==> src/rtl/alu_compare_sweeper.sv <==
// Built-in self-test engine for the ALU subtract-and-flags path. It applies
// operand pairs with the operation fixed to Alu_Sub. For every pair it
// compares the ten integer relations derived from the returned flags against
// the true relations of the operands. Pairs come from an exhaustive counter or
// from a Galois LFSR. The result is a saturating error count, a pass flag and a
// capture of the first failing pair.

package pkg_cpu;
    typedef enum logic [3:0] {
        Alu_Add  = 4'd0,
        Alu_Sub  = 4'd1,
        Alu_And  = 4'd2,
        Alu_Or   = 4'd3,
        Alu_Xor  = 4'd4,
        Alu_Shl  = 4'd5,
        Alu_Shr  = 4'd6,
        Alu_Pass = 4'd7
    } alu_oper_t;

    localparam int ALU_OPER_W = $bits(alu_oper_t);

    // Bit positions inside the 4-bit ALU flag vector.
    localparam int FlagZ = 0;
    localparam int FlagC = 1;   // carry = no borrow on subtract (a >= b unsigned)
    localparam int FlagV = 2;
    localparam int FlagN = 3;
endpackage

module alu_compare_sweeper #(
    parameter int          WIDTH         = 8,
    parameter int          ALU_LATENCY   = 0,
    parameter logic [31:0] LFSR_TAPS     = 32'h0000_B400,
    parameter int          LFSR_COUNT    = 256,
    parameter int          ERR_CNT_WIDTH = 16
) (
    input  logic                            clk,
    input  logic                            rst_n,
    input  logic                            start,
    input  logic                            abort,
    input  logic                            mode,
    input  logic [2*WIDTH-1:0]              seed,
    output logic [WIDTH-1:0]                alu_a,
    output logic [WIDTH-1:0]                alu_b,
    output logic [pkg_cpu::ALU_OPER_W-1:0]  alu_oper,
    output logic [3:0]                      alu_flags_in,
    input  logic [3:0]                      alu_flags_out,
    output logic                            busy,
    output logic                            done,
    output logic                            pass,
    output logic [ERR_CNT_WIDTH-1:0]        err_count,
    output logic [WIDTH-1:0]                first_err_a,
    output logic [WIDTH-1:0]                first_err_b,
    output logic [9:0]                      first_err_mask
);

    localparam int PW    = 2 * WIDTH;
    localparam int CNT_W = (LFSR_COUNT > 1) ? $clog2(LFSR_COUNT) : 1;
    localparam int SET_W = (ALU_LATENCY > 0) ? $clog2(ALU_LATENCY + 1) : 1;

    localparam logic [PW-1:0]            TAPS    = LFSR_TAPS[PW-1:0];
    localparam logic [ERR_CNT_WIDTH-1:0] ERR_MAX = '1;

    typedef enum logic [1:0] {
        S_IDLE,
        S_APPLY,
        S_SETTLE,
        S_CHECK
    } state_t;

    state_t                     r_state;
    logic                       r_mode;
    logic [PW-1:0]              r_gen;       // current pair {a, b} or LFSR state
    logic [CNT_W-1:0]           r_left;      // random pairs remaining after this one
    logic [SET_W-1:0]           r_settle;
    logic [WIDTH-1:0]           r_alu_a;
    logic [WIDTH-1:0]           r_alu_b;
    logic                       r_busy;
    logic                       r_done;
    logic                       r_pass;
    logic [ERR_CNT_WIDTH-1:0]   r_err_count;
    logic [WIDTH-1:0]           r_first_a;
    logic [WIDTH-1:0]           r_first_b;
    logic [9:0]                 r_first_mask;

    logic [PW-1:0]              w_gen_next;
    logic                       w_last;
    logic [9:0]                 w_expect;
    logic [9:0]                 w_predict;
    logic [9:0]                 w_mask;
    logic                       w_z, w_c, w_v, w_n, w_lt;

    assign alu_a          = r_alu_a;
    assign alu_b          = r_alu_b;
    assign alu_oper       = pkg_cpu::Alu_Sub;
    assign alu_flags_in   = 4'b0000;
    assign busy           = r_busy;
    assign done           = r_done;
    assign pass           = r_pass;
    assign err_count      = r_err_count;
    assign first_err_a    = r_first_a;
    assign first_err_b    = r_first_b;
    assign first_err_mask = r_first_mask;

    // Next pair and end-of-run detection for the active generator.
    always_comb begin
        // NOTE: every always_comb output gets a default first so no path can infer a latch.
        w_gen_next = r_gen + PW'(1);
        w_last     = (r_gen == '1);
        if (r_mode) begin
            w_gen_next = (r_gen >> 1) ^ (r_gen[0] ? TAPS : '0);
            w_last     = (r_left == '0);
        end
    end

    // True relations of the applied operands versus relations implied by the flags.
    always_comb begin
        w_z  = alu_flags_out[pkg_cpu::FlagZ];
        w_c  = alu_flags_out[pkg_cpu::FlagC];
        w_v  = alu_flags_out[pkg_cpu::FlagV];
        w_n  = alu_flags_out[pkg_cpu::FlagN];
        w_lt = w_n ^ w_v;

        w_expect[0] = (r_alu_a == r_alu_b);
        w_expect[1] = (r_alu_a != r_alu_b);
        w_expect[2] = (r_alu_a <  r_alu_b);
        w_expect[3] = (r_alu_a <= r_alu_b);
        w_expect[4] = (r_alu_a >  r_alu_b);
        w_expect[5] = (r_alu_a >= r_alu_b);
        w_expect[6] = ($signed(r_alu_a) <  $signed(r_alu_b));
        w_expect[7] = ($signed(r_alu_a) <= $signed(r_alu_b));
        w_expect[8] = ($signed(r_alu_a) >  $signed(r_alu_b));
        w_expect[9] = ($signed(r_alu_a) >= $signed(r_alu_b));

        w_predict[0] = w_z;
        w_predict[1] = !w_z;
        w_predict[2] = !w_c;
        w_predict[3] = !w_c | w_z;
        w_predict[4] = w_c & !w_z;
        w_predict[5] = w_c;
        w_predict[6] = w_lt;
        w_predict[7] = w_lt | w_z;
        w_predict[8] = !w_lt & !w_z;
        w_predict[9] = !w_lt;

        w_mask = w_expect ^ w_predict;
    end

    // Sweep control FSM with all outputs registered.
    always_ff @(posedge clk or negedge rst_n) begin
        if (!rst_n) begin
            r_state      <= S_IDLE;
            r_mode       <= 1'b0;
            r_gen        <= '0;
            r_left       <= '0;
            r_settle     <= '0;
            r_alu_a      <= '0;
            r_alu_b      <= '0;
            r_busy       <= 1'b0;
            r_done       <= 1'b0;
            r_pass       <= 1'b0;
            r_err_count  <= '0;
            r_first_a    <= '0;
            r_first_b    <= '0;
            r_first_mask <= '0;
        end else begin
            // NOTE: sequential state uses non-blocking assignments so every register samples pre-edge values.
            r_done <= 1'b0;
            if (r_state != S_IDLE && abort) begin
                // Abort keeps the error record; pass stays cleared from start.
                r_state <= S_IDLE;
                r_busy  <= 1'b0;
            end else begin
                case (r_state)
                    S_IDLE: begin
                        if (start) begin
                            r_mode       <= mode;
                            r_gen        <= mode ? ((seed == '0) ? PW'(1) : seed) : '0;
                            r_left       <= CNT_W'(LFSR_COUNT - 1);
                            r_err_count  <= '0;
                            r_first_a    <= '0;
                            r_first_b    <= '0;
                            r_first_mask <= '0;
                            r_pass       <= 1'b0;
                            r_busy       <= 1'b1;
                            r_state      <= S_APPLY;
                        end
                    end
                    S_APPLY: begin
                        r_alu_a  <= r_gen[PW-1:WIDTH];
                        r_alu_b  <= r_gen[WIDTH-1:0];
                        r_settle <= SET_W'((ALU_LATENCY > 0) ? ALU_LATENCY - 1 : 0);
                        r_state  <= (ALU_LATENCY == 0) ? S_CHECK : S_SETTLE;
                    end
                    S_SETTLE: begin
                        if (r_settle == '0) begin
                            r_state <= S_CHECK;
                        end else begin
                            r_settle <= r_settle - SET_W'(1);
                        end
                    end
                    S_CHECK: begin
                        if (w_mask != '0) begin
                            // A zero count means no failure yet in this run.
                            if (r_err_count == '0) begin
                                r_first_a    <= r_alu_a;
                                r_first_b    <= r_alu_b;
                                r_first_mask <= w_mask;
                            end
                            if (r_err_count != ERR_MAX) begin
                                r_err_count <= r_err_count + ERR_CNT_WIDTH'(1);
                            end
                        end
                        r_gen <= w_gen_next;
                        if (r_mode) begin
                            r_left <= r_left - CNT_W'(1);
                        end
                        if (w_last) begin
                            r_state <= S_IDLE;
                            r_busy  <= 1'b0;
                            r_done  <= 1'b1;
                            r_pass  <= (r_err_count == '0) && (w_mask == '0);
                        end else begin
                            r_state <= S_APPLY;
                        end
                    end
                    default: begin
                        r_state <= S_IDLE;
                        r_busy  <= 1'b0;
                    end
                endcase
            end
        end
    end

endmodule

==> config.mk <==
export PLATFORM = sky130hd
export DESIGN_NAME = alu_compare_sweeper
export DESIGN_NICKNAME = d
export VERILOG_FILES = /design/src/rtl/alu_compare_sweeper.sv
export SDC_FILE = /design/constraint.sdc
export NUM_CORES = 1
export LEC_CHECK = 0
export CORE_MARGIN = 2
export CORE_UTILIZATION = 56
export CTS_CLUSTER_DIAMETER = 30
export DETAILED_ROUTE_END_ITERATION = 12
export PLACE_DENSITY_LB_ADDON = 0.2
export SLEW_MARGIN = 10
export SYNTH_ARGS = -nofsm -noshare
export SYNTH_HDL_FRONTEND = slang
export SYNTH_SLANG_ARGS = --single-unit
==> constraint.sdc <==
create_clock -name clk -period 5.1 [get_ports clk]
set_clock_uncertainty 0.15 [all_clocks]
set_input_delay 0.765 -clock clk [delete_from_list [all_inputs] [get_ports clk]]
set_output_delay 0.765 -clock clk [all_outputs]
set_load 0.005 [all_outputs]
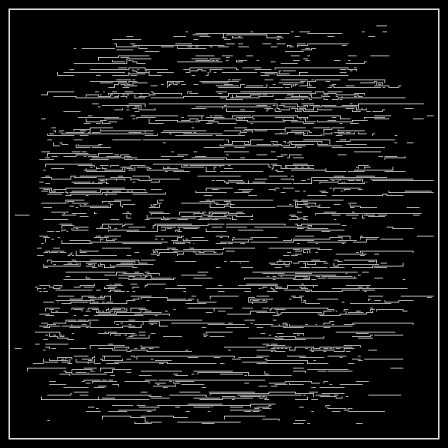
**Above:** run 1 (M1 wires).
share of all routed wire = 44%
main direction = horizontal
wire length on this layer = 5,040 um
nets with wire on the layer = 557
longest straight run = 29.0 um
via count: 4,206
routed wire length: 11,500 um
global routing met1 resource utilization: 33.9%

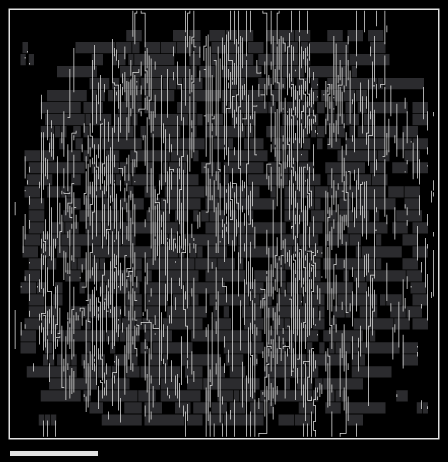
**Above:** run 1 (the metal 2 layer).
Bar = 20 um. Cells faint in the background.
share of all routed wire = 49%
longest straight run = 41.3 um
GRT met2 Usage: 40.8%

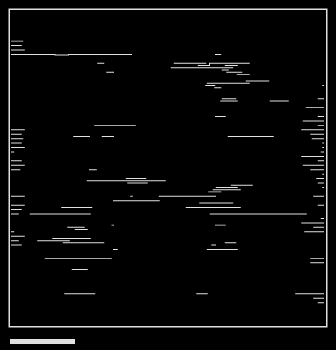
**Above:** run 1 (signal wires on met3).
Bar = 20 um.
longest straight run = 29.4 um
main direction = horizontal
share of all routed wire = 5.3%
met3 GRT Util: 3.76%

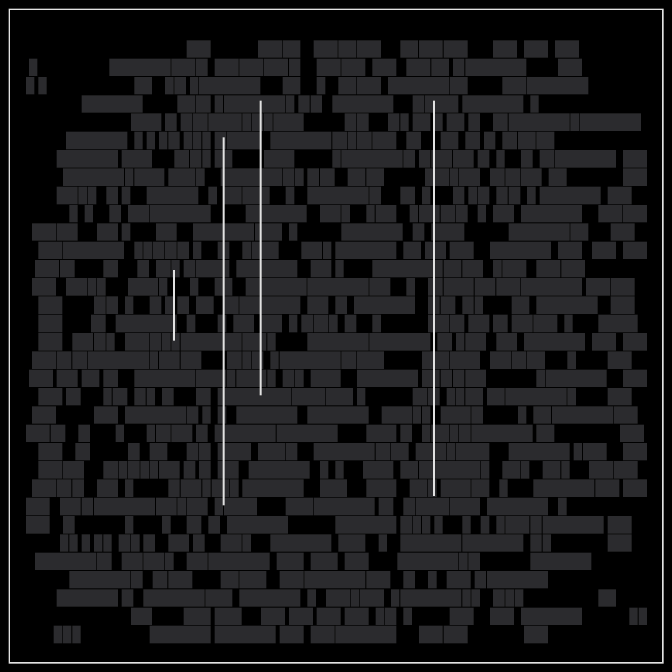
**Above:** run 1 (met4 routing).
Cells faint in the background.
share of all routed wire = 1.5%
wire length on this layer = 167 um
main direction = vertical
nets with wire on the layer = 3
longest straight run = 58.5 um

==> run_results.csv, run 1 <==
group,metric,value,unit
status,status,"completed",
synthesis,synth.distinct_cells,55,
finish,nNetsFinal,640,
finish,area_delta_synth_final,21.4,%
clock_tree,cts_root_buffer,"clkbuf_8",
flow_run,cap_viol_max_count,0,
finish,nFillCells,658,
power_and_ir_drop,p_total,3.08,mW
synthesis,yosysWarningCount,0,
critical_path,cp-end-kind,"flip-flop",
critical_path,cp_slowest_cell,"ha_1",
place,numPortBuffers,85,
power_and_ir_drop,leakagePower,2.36,nW
synthesis,topCombFamilyByArea,"simple AND/OR/NAND/NOR gates",
routing,drc,0,
synthesis,ys_chip_area,4840,um2
critical_path,cp-start-kind,"flip-flop",
routing,route.met2.wl,5690,um
floorplanning,fp.dieW,96.9,um
synthesis,ys_sh_xor,6.13,%
synthesis,synth-edff-count,0,
power_and_ir_drop,swShare,41.0,%
critical_path,reg2reg_to,"first_err_a[0]",
synthesis,synthAdderAreaFrac,3.88,%
finish,flop-count,85,
routing,drt_iter0_markers,280,
clock_tree,ctsResizeCount,0,
critical_path,rr_startpoint,"r_state[0]",
hold_path,whs_endpoint,"first_err_b[5]",
critical_path,arrival,3210,ps
routing,routed-wl-met3,609,um
finish,inverters,17,
timing,min_period,3110,ps
power_and_ir_drop,power.clock.fraction,15.4,%
routing,via_per_inst,5.94,
synthesis,synthAoiAreaFrac,15.7,%
routing,routed.top_layer,"met4",
floorplanning,initial_core_util,58.3,%
global_route,grt_usage,24.9,%
synthesis,syn_inst,530,
clock_tree,clkSlewWorstSetupHoldPaths,80,ps
synthesis,syn_area,4840,um2
finish,utilization,70.7,%
timing,fmax,321,MHz
timing,setup_violations,0,
finish,combGateArea,2480,um2
global_route,grt_start_max_net_pins,86,
clock_tree,clkLatencyLatePin,360,ps
timing,rsz0062_at_grt,"no",
power_and_ir_drop,power_switching,1.26,mW
finish,num-nonclk-buffers,89,
timing,tightestPinTransition,1060,ps
place,hpwl,8410,um
critical_path,rr_worst_depth,10,
synthesis,async_flop_share,100,%
finish,drive_above_1_share,7.63,%
global_route,grt_pass1_wl,19200,um
timing,hold_slack,339,ps
clock_tree,post-cts-setup-buffers,0,
power_and_ir_drop,p_comb_share,46.6,%
synthesis,ys.flops,85,
synthesis,synthMuxAreaShare,4.35,%
timing,final_max_slew_viol_count,0,
finish,clk_share,3.20,%
synthesis,simple_gate_share,20.6,%
finish,logic_gates,398,
routing,wl_per_cell,16.3,um
critical_path,crit_fanout,42,
power_and_ir_drop,p_int,1.82,mW
critical_path,path_cells,"ha_1 -> inv_2 -> buf_4 -> or3_1 -> nor4_1 -> nand2_1 -> nand3_1 -> buf_4 -> nand2_1 -> o31ai_1",
power_and_ir_drop,ir_worst_vdd,273,uV
finish,seq_area_share,36.2,%
synthesis,topCellsByArea,"dfrtp_1 (44%), nand2_1 (6.4%), xnor2_1 (4.2%), ha_1 (3.9%), mux2_2 (3.7%)",
timing,relSlewSlack,29.2,%
flow_run,log.warning_count,29,
synthesis,common_cells,"dfrtp_1 (85), nand2_1 (82), nor2_1 (41)",
finish,comb_area_share,42.3,%
clock_tree,hold_buffers,0,
critical_path,path_class,"flip-flop to flip-flop",
finish,regArea,2130,um2
place,globalplace.congestion,0.878,
floorplanning,num_tap_cells,105,
synthesis,most_common_cell,"dfrtp_1",
clock_tree,cts_max_path_buffers,2,
hold_path,hold_path_depth,2,
hold_path,worstHoldPathType,"flip-flop to flip-flop",
global_route,grt_antenna_before_repair,0,
finish,dominant_cells,"combinational gates",
clock_tree,cts_sinks,85,
critical_path,critical_path_buf_inv_count,3,
clock_tree,cts_tree,"yes",
synthesis,yosys.stat.seqShare,44.0,%
clock_tree,h-tree-depth,3,
timing,setup_tns,0,ps
finish,buf_share,15.0,%
floorplanning,core,8300,um2
timing,timing.final.crit_share,61.0,%
critical_path,reg2reg_slack,1990,ps
routing,wl_met1,5040,um
floorplanning,die_h,96.9,um
synthesis,netlist.area_leader.share,44.0,%
finish,clkbuf_count,10,
floorplanning,die_area,9390,um2
finish,antenna_cells,0,
critical_path,cp_top_family,"simple AND/OR/NAND/NOR gates",
synthesis,ys.flop_type,"dfrtp_1",
synthesis,syn_area_per_cell,9.12,um2
floorplanning,row_count,33,
run 1: cells in the final DEF, fill, tap and decap left out, types with 4 or more instances in the layout:
| cell | instances |
|---|---|
| dfrtp_1 | 85 |
| nand4_1 | 6 |
| nand2b_1 | 5 |
| nand2_1 | 82 |
| nand3_1 | 14 |
| buf_4 | 5 |
| inv_1 | 16 |
| nor4_1 | 9 |
| ha_1 | 15 |
| nor2_1 | 41 |
| o211ai_1 | 5 |
| nor3_1 | 9 |
| and3_1 | 9 |
| mux2_2 | 16 |
| o21ai_1 | 8 |
| o21ai_0 | 29 |
| o31ai_1 | 18 |
| xnor2_1 | 23 |
| clkbuf_8 | 10 |
| clkdlybuf4s50_1 | 84 |
| nor2b_1 | 4 |
| a221oi_1 | 5 |
| conb_1 | 8 |
| a32o_1 | 4 |
| xor2_1 | 9 |
| or4_1 | 7 |
| a31oi_1 | 4 |
| a21oi_1 | 29 |
run 1: registers in the layout (all words and copies together), names as in the netlist:
signal,cells
first_err_a,8
r_state,2
pass,1
alu_a,8
busy,1
done,1
r_gen,16
first_err_b,8
r_mode,1
r_left,8
first_err_mask,7
err_count,16
alu_b,8
run 1: cells by family (layout without fill, tap and decap cells):
group	Yosys count	in the layout
XOR/XNOR	33	33
buffers and inverters	53	120
AND/OR/NAND/NOR	205	205
adder cells (fa/ha/maj)	15	15
multiplexers	19	19
other	2	8
flip-flops	85	85
AND-OR/OR-AND	118	118
run 1: power groups by stage:
| stage | registers [mW] | clock network (mW) | logic [mW] |
|---|---|---|---|
| after floorplan | 1.05 | 0 | 0.988 |
| after global placement | 1.17 | 0 | 1.38 |
| after detailed placement | 1.19 | 0 | 1.43 |
| after CTS | 1.17 | 0.476 | 1.44 |
| after global routing | 1.21 | 0.505 | 1.59 |
| final | 1.17 | 0.473 | 1.44 |
run 1: how the worst max path moves through the flow:
stage | depth (start not counted) | slack [ps] | endpoint | startpoint
2_1_floorplan | 8 | 2680 | err_count[7] | alu_a[1]
3_3_place_gp | 7 | 1920 | err_count[7] | start
3_5_place_dp | 7 | 1810 | err_count[7] | start
4_1_cts | 10 | 1990 | first_err_b[4] | r_state[0]
5_1_grt | 10 | 1760 | first_err_a[0] | r_state[0]
6_report | 10 | 1990 | first_err_a[0] | r_state[0]
run 1: worst register-to-register path: cells and delay by family, from the launching register on:
kind	cells	cell delay, ps
adder cells (fa/ha/maj)	1	590
AND-OR/OR-AND	1	90
flip-flops	1	390
AND/OR/NAND/NOR	5	1070
buffers and inverters	3	730
run 1: through the flow:
stage	instance area [um2]	worst slack, ps	instances
floorplan	4860	2680	536
CTS	5870	1990	708
detailed placement	5680	1810	694
finish	5870	1990	708
global placement	5680	1920	694
global route	5870	1760	708
run 1: routing by layer:
layer | track usage [%] | vias up
li1 | - | 2003
met2 | 40.8 | 154
met5 | 0 | -
met1 | 33.9 | 2035
met3 | 3.76 | 14
met4 | 8.88 | 0
## Run 2: what changed since run 1
--- a/config.mk
+++ b/config.mk
@@ -6,7 +6,7 @@
 export NUM_CORES = 1
 export LEC_CHECK = 0
 export CORE_MARGIN = 2
-export CORE_UTILIZATION = 56
+export CORE_UTILIZATION = 47
 export CTS_CLUSTER_DIAMETER = 30
 export DETAILED_ROUTE_END_ITERATION = 12
 export PLACE_DENSITY_LB_ADDON = 0.2
==> constraint.sdc (replaced) <==
create_clock -name clk -period 2.8 [get_ports clk]
set_clock_uncertainty 0.15 [all_clocks]
set_input_delay 0.42 -clock clk [delete_from_list [all_inputs] [get_ports clk]]
set_output_delay 0.42 -clock clk [all_outputs]
set_load 0.005 [all_outputs]
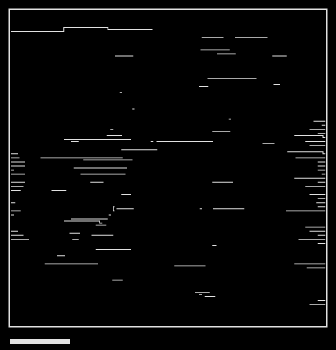
**Above:** run 2 (signal wires on met3).
Bar = 20 um.
share of all routed wire = 5.0%
nets with wire on the layer = 77
routed wire length: 11,900 um
met3 GRT Util: 3.28%
via count: 4,209

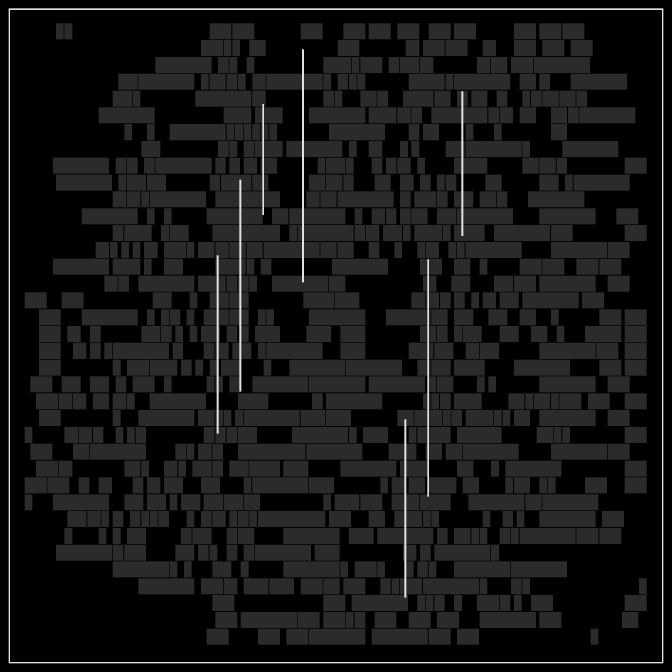
**Above:** run 2 (met4 routing).
Cells faint in the background.
longest straight run = 38.1 um
wire length on this layer = 207 um
share of all routed wire = 1.7%
nets with wire on the layer = 5
main direction = vertical

==> run 2 against run 1 <==
Effect of this change:
- first-iteration DRC count shrank 56%
- largest power group unchanged
- highest routed layer unchanged
- largest cell class unchanged
- clock power grew 120%
- non-clock buffer count grew 21
- worst setup slack lost 1800 ps
- global-route usage shrank 2.9 points
==> run_results.csv, run 2 <==
group,metric,value,unit
power_and_ir_drop,leakagePower,2.50,nW
synthesis,ys_sh_xor,6.13,%
routing,via_per_inst,5.52,
finish,utilization,60.8,%
flow_run,cap_viol_max_count,0,
floorplanning,die_h,105,um
global_route,grt_usage,22.0,%
critical_path,crit_fanout,11,
critical_path,cp_top_family,"AND-OR/OR-AND gates",
power_and_ir_drop,ir_worst_vdd,425,uV
finish,layout_top_cell,"dfrtp_1",
finish,final_area,6170,um2
timing,min_period,2640,ps
clock_tree,clkLatencyLatePin,370,ps
synthesis,netlist.area_leader.share,44.0,%
timing,setup_tns,0,ps
global_route,grt_antenna_before_repair,0,
clock_tree,cts_max_path_buffers,2,
synthesis,topCellsByArea,"dfrtp_1 (44%), nand2_1 (6.4%), xnor2_1 (4.2%), ha_1 (3.9%), mux2_2 (3.7%)",
place,globalplace.congestion,0.894,
place,numPortBuffers,85,
global_route,grt_pass1_wl,19700,um
synthesis,async_flop_share,100,%
synthesis,ys_chip_area,4840,um2
synthesis,synthMuxAreaShare,4.35,%
global_route,grt_start_max_net_pins,56,
timing,tightestPinTransition,696,ps
synthesis,synthAdderAreaFrac,3.88,%
critical_path,critical_path_buf_inv_count,1,
critical_path,path_class,"flip-flop to flip-flop",
flow_run,log.warning_count,30,
critical_path,arrival,2800,ps
synthesis,synth-edff-count,0,
routing,wl_per_cell,15.7,um
floorplanning,fp.dieW,105,um
timing,fmax,378,MHz
routing,drc,0,
place,place_area,5900,um2
clock_tree,cts_root_buffer,"clkbuf_8",
finish,area_delta_synth_final,27.5,%
synthesis,ys.flops,85,
floorplanning,die_area,11100,um2
timing,setup_violations,0,
synthesis,yosysWarningCount,0,
critical_path,rr_worst_depth,8,
place,hpwl,8820,um
timing,timing.final.crit_share,94.4,%
timing,hold_slack,334,ps
synthesis,syn_area_per_cell,9.12,um2
timing,final_max_slew_viol_count,0,
finish,nNetsFinal,661,
critical_path,path_cells,"inv_1 -> ha_1 -> a21oi_1 -> a21oi_1 -> o211ai_2 -> nand3_2 -> or4_1 -> a21oi_1",
synthesis,topCombFamilyByArea,"simple AND/OR/NAND/NOR gates",
synthesis,simple_gate_share,20.6,%
critical_path,reg2reg_to,"err_count[7]",
finish,lay_top_cells,"dfrtp_1 (85), clkdlybuf4s50_1 (84), nand2_1 (82)",
status,status,"completed",
clock_tree,clkSlewWorstSetupHoldPaths,90,ps
clock_tree,cts_sinks,85,
critical_path,cp-start-kind,"flip-flop",
clock_tree,cts_tree,"yes",
synthesis,synth.distinct_cells,55,
critical_path,cp_slowest_cell,"or4_1",
critical_path,reg2reg_slack,160,ps
floorplanning,core,10100,um2
critical_path,cp-end-kind,"flip-flop",
synthesis,syn_inst,530,
hold_path,whs_endpoint,"first_err_b[5]",
critical_path,cp.depth,8,
timing,relSlewSlack,53.5,%
synthesis,most_common_cell,"dfrtp_1",
synthesis,syn_area,4840,um2
synthesis,ys.flop_type,"dfrtp_1",
synthesis,yosys.stat.seqShare,44.0,%
finish,antenna_cells,0,
timing,rsz0062_at_grt,"yes",
hold_path,hold_path_depth,2,
floorplanning,initial_core_util,47.7,%
hold_path,worstHoldPathType,"flip-flop to flip-flop",
routing,drt_iter0_markers,124,
clock_tree,h-tree-depth,3,
synthesis,common_cells,"dfrtp_1 (85), nand2_1 (82), nor2_1 (41)",
power_and_ir_drop,p_total,5.97,mW
-- run 2: kinds of logic (layout without fill, tap and decap cells) --
| logic type | after synthesis | count (layout) |
|---|---|---|
| AND-OR/OR-AND | 118 | 118 |
| XOR/XNOR | 33 | 33 |
| flip-flops | 85 | 85 |
| adder cells (fa/ha/maj) | 15 | 15 |
| other | 2 | 8 |
| multiplexers | 19 | 19 |
| buffers and inverters | 53 | 143 |
| AND/OR/NAND/NOR | 205 | 205 |
-- run 2: metrics by stage --
stage	setup WS, ps	std cells
global placement	120	745
CTS	95.7	762
floorplan	384	536
global route	0.529	762
finish	156	762
detailed placement	53.2	745
-- run 2: layout make-up --
class	count	area, um2
Tap cell	136	170
Timing Repair Buffer	110	1060
Clock inverter	6	111
Inverter	17	63.8
Multi-Input combinational cell	398	2500
Clock buffer	10	128
Sequential cell	85	2130
Fill cell	856	3970
-- run 2: timing repair --
action,4_1_cts,5_1_grt
setup endpoints to repair,0,9
resized,0,4
hold buffers,1,0
buffers inserted,0,0
hold endpoints to repair,30,0
-- run 2: power by group --
group          total [mW]  internal (mW)  switching [mW]
clock network        1.05          0.593           0.458
registers            2.04           1.61           0.432
logic                2.89           1.42            1.47
total                5.97           3.62            2.36
-- run 2: worst register-to-register path: cells and delay by family (launching register included) --
| kind | cells | cell delay, ps |
|---|---|---|
| flops | 1 | 410 |
| fa+ha+maj | 1 | 320 |
| compound gates | 4 | 870 |
| simple gates | 2 | 740 |
| buf+inv | 1 | 100 |
-- run 2: worst max-delay path by stage --
stage / slack, ps / to / from
2_1_floorplan: 380 / err_count[7] / alu_a[1]
3_3_place_gp: 120 / err_count[8] / alu_flags_out[2]
3_5_place_dp: 50 / err_count[7] / alu_flags_out[2]
4_1_cts: 100 / err_count[7] / alu_b[7]
5_1_grt: 0.5 / err_count[3] / alu_b[1]
6_report: 160 / err_count[7] / alu_b[3]
-- run 2: per-layer routing --
metal	vias to the layer above	global-route usage [%]	part of all wire [%]
met5	-	0	0
met3	18	3.28	5.0
met2	128	35.0	47
met4	0	8.10	1.7
met1	2012	30.6	46
li1	2051	-	-
No activity file was given, so power comes from the tool's default toggle rates.
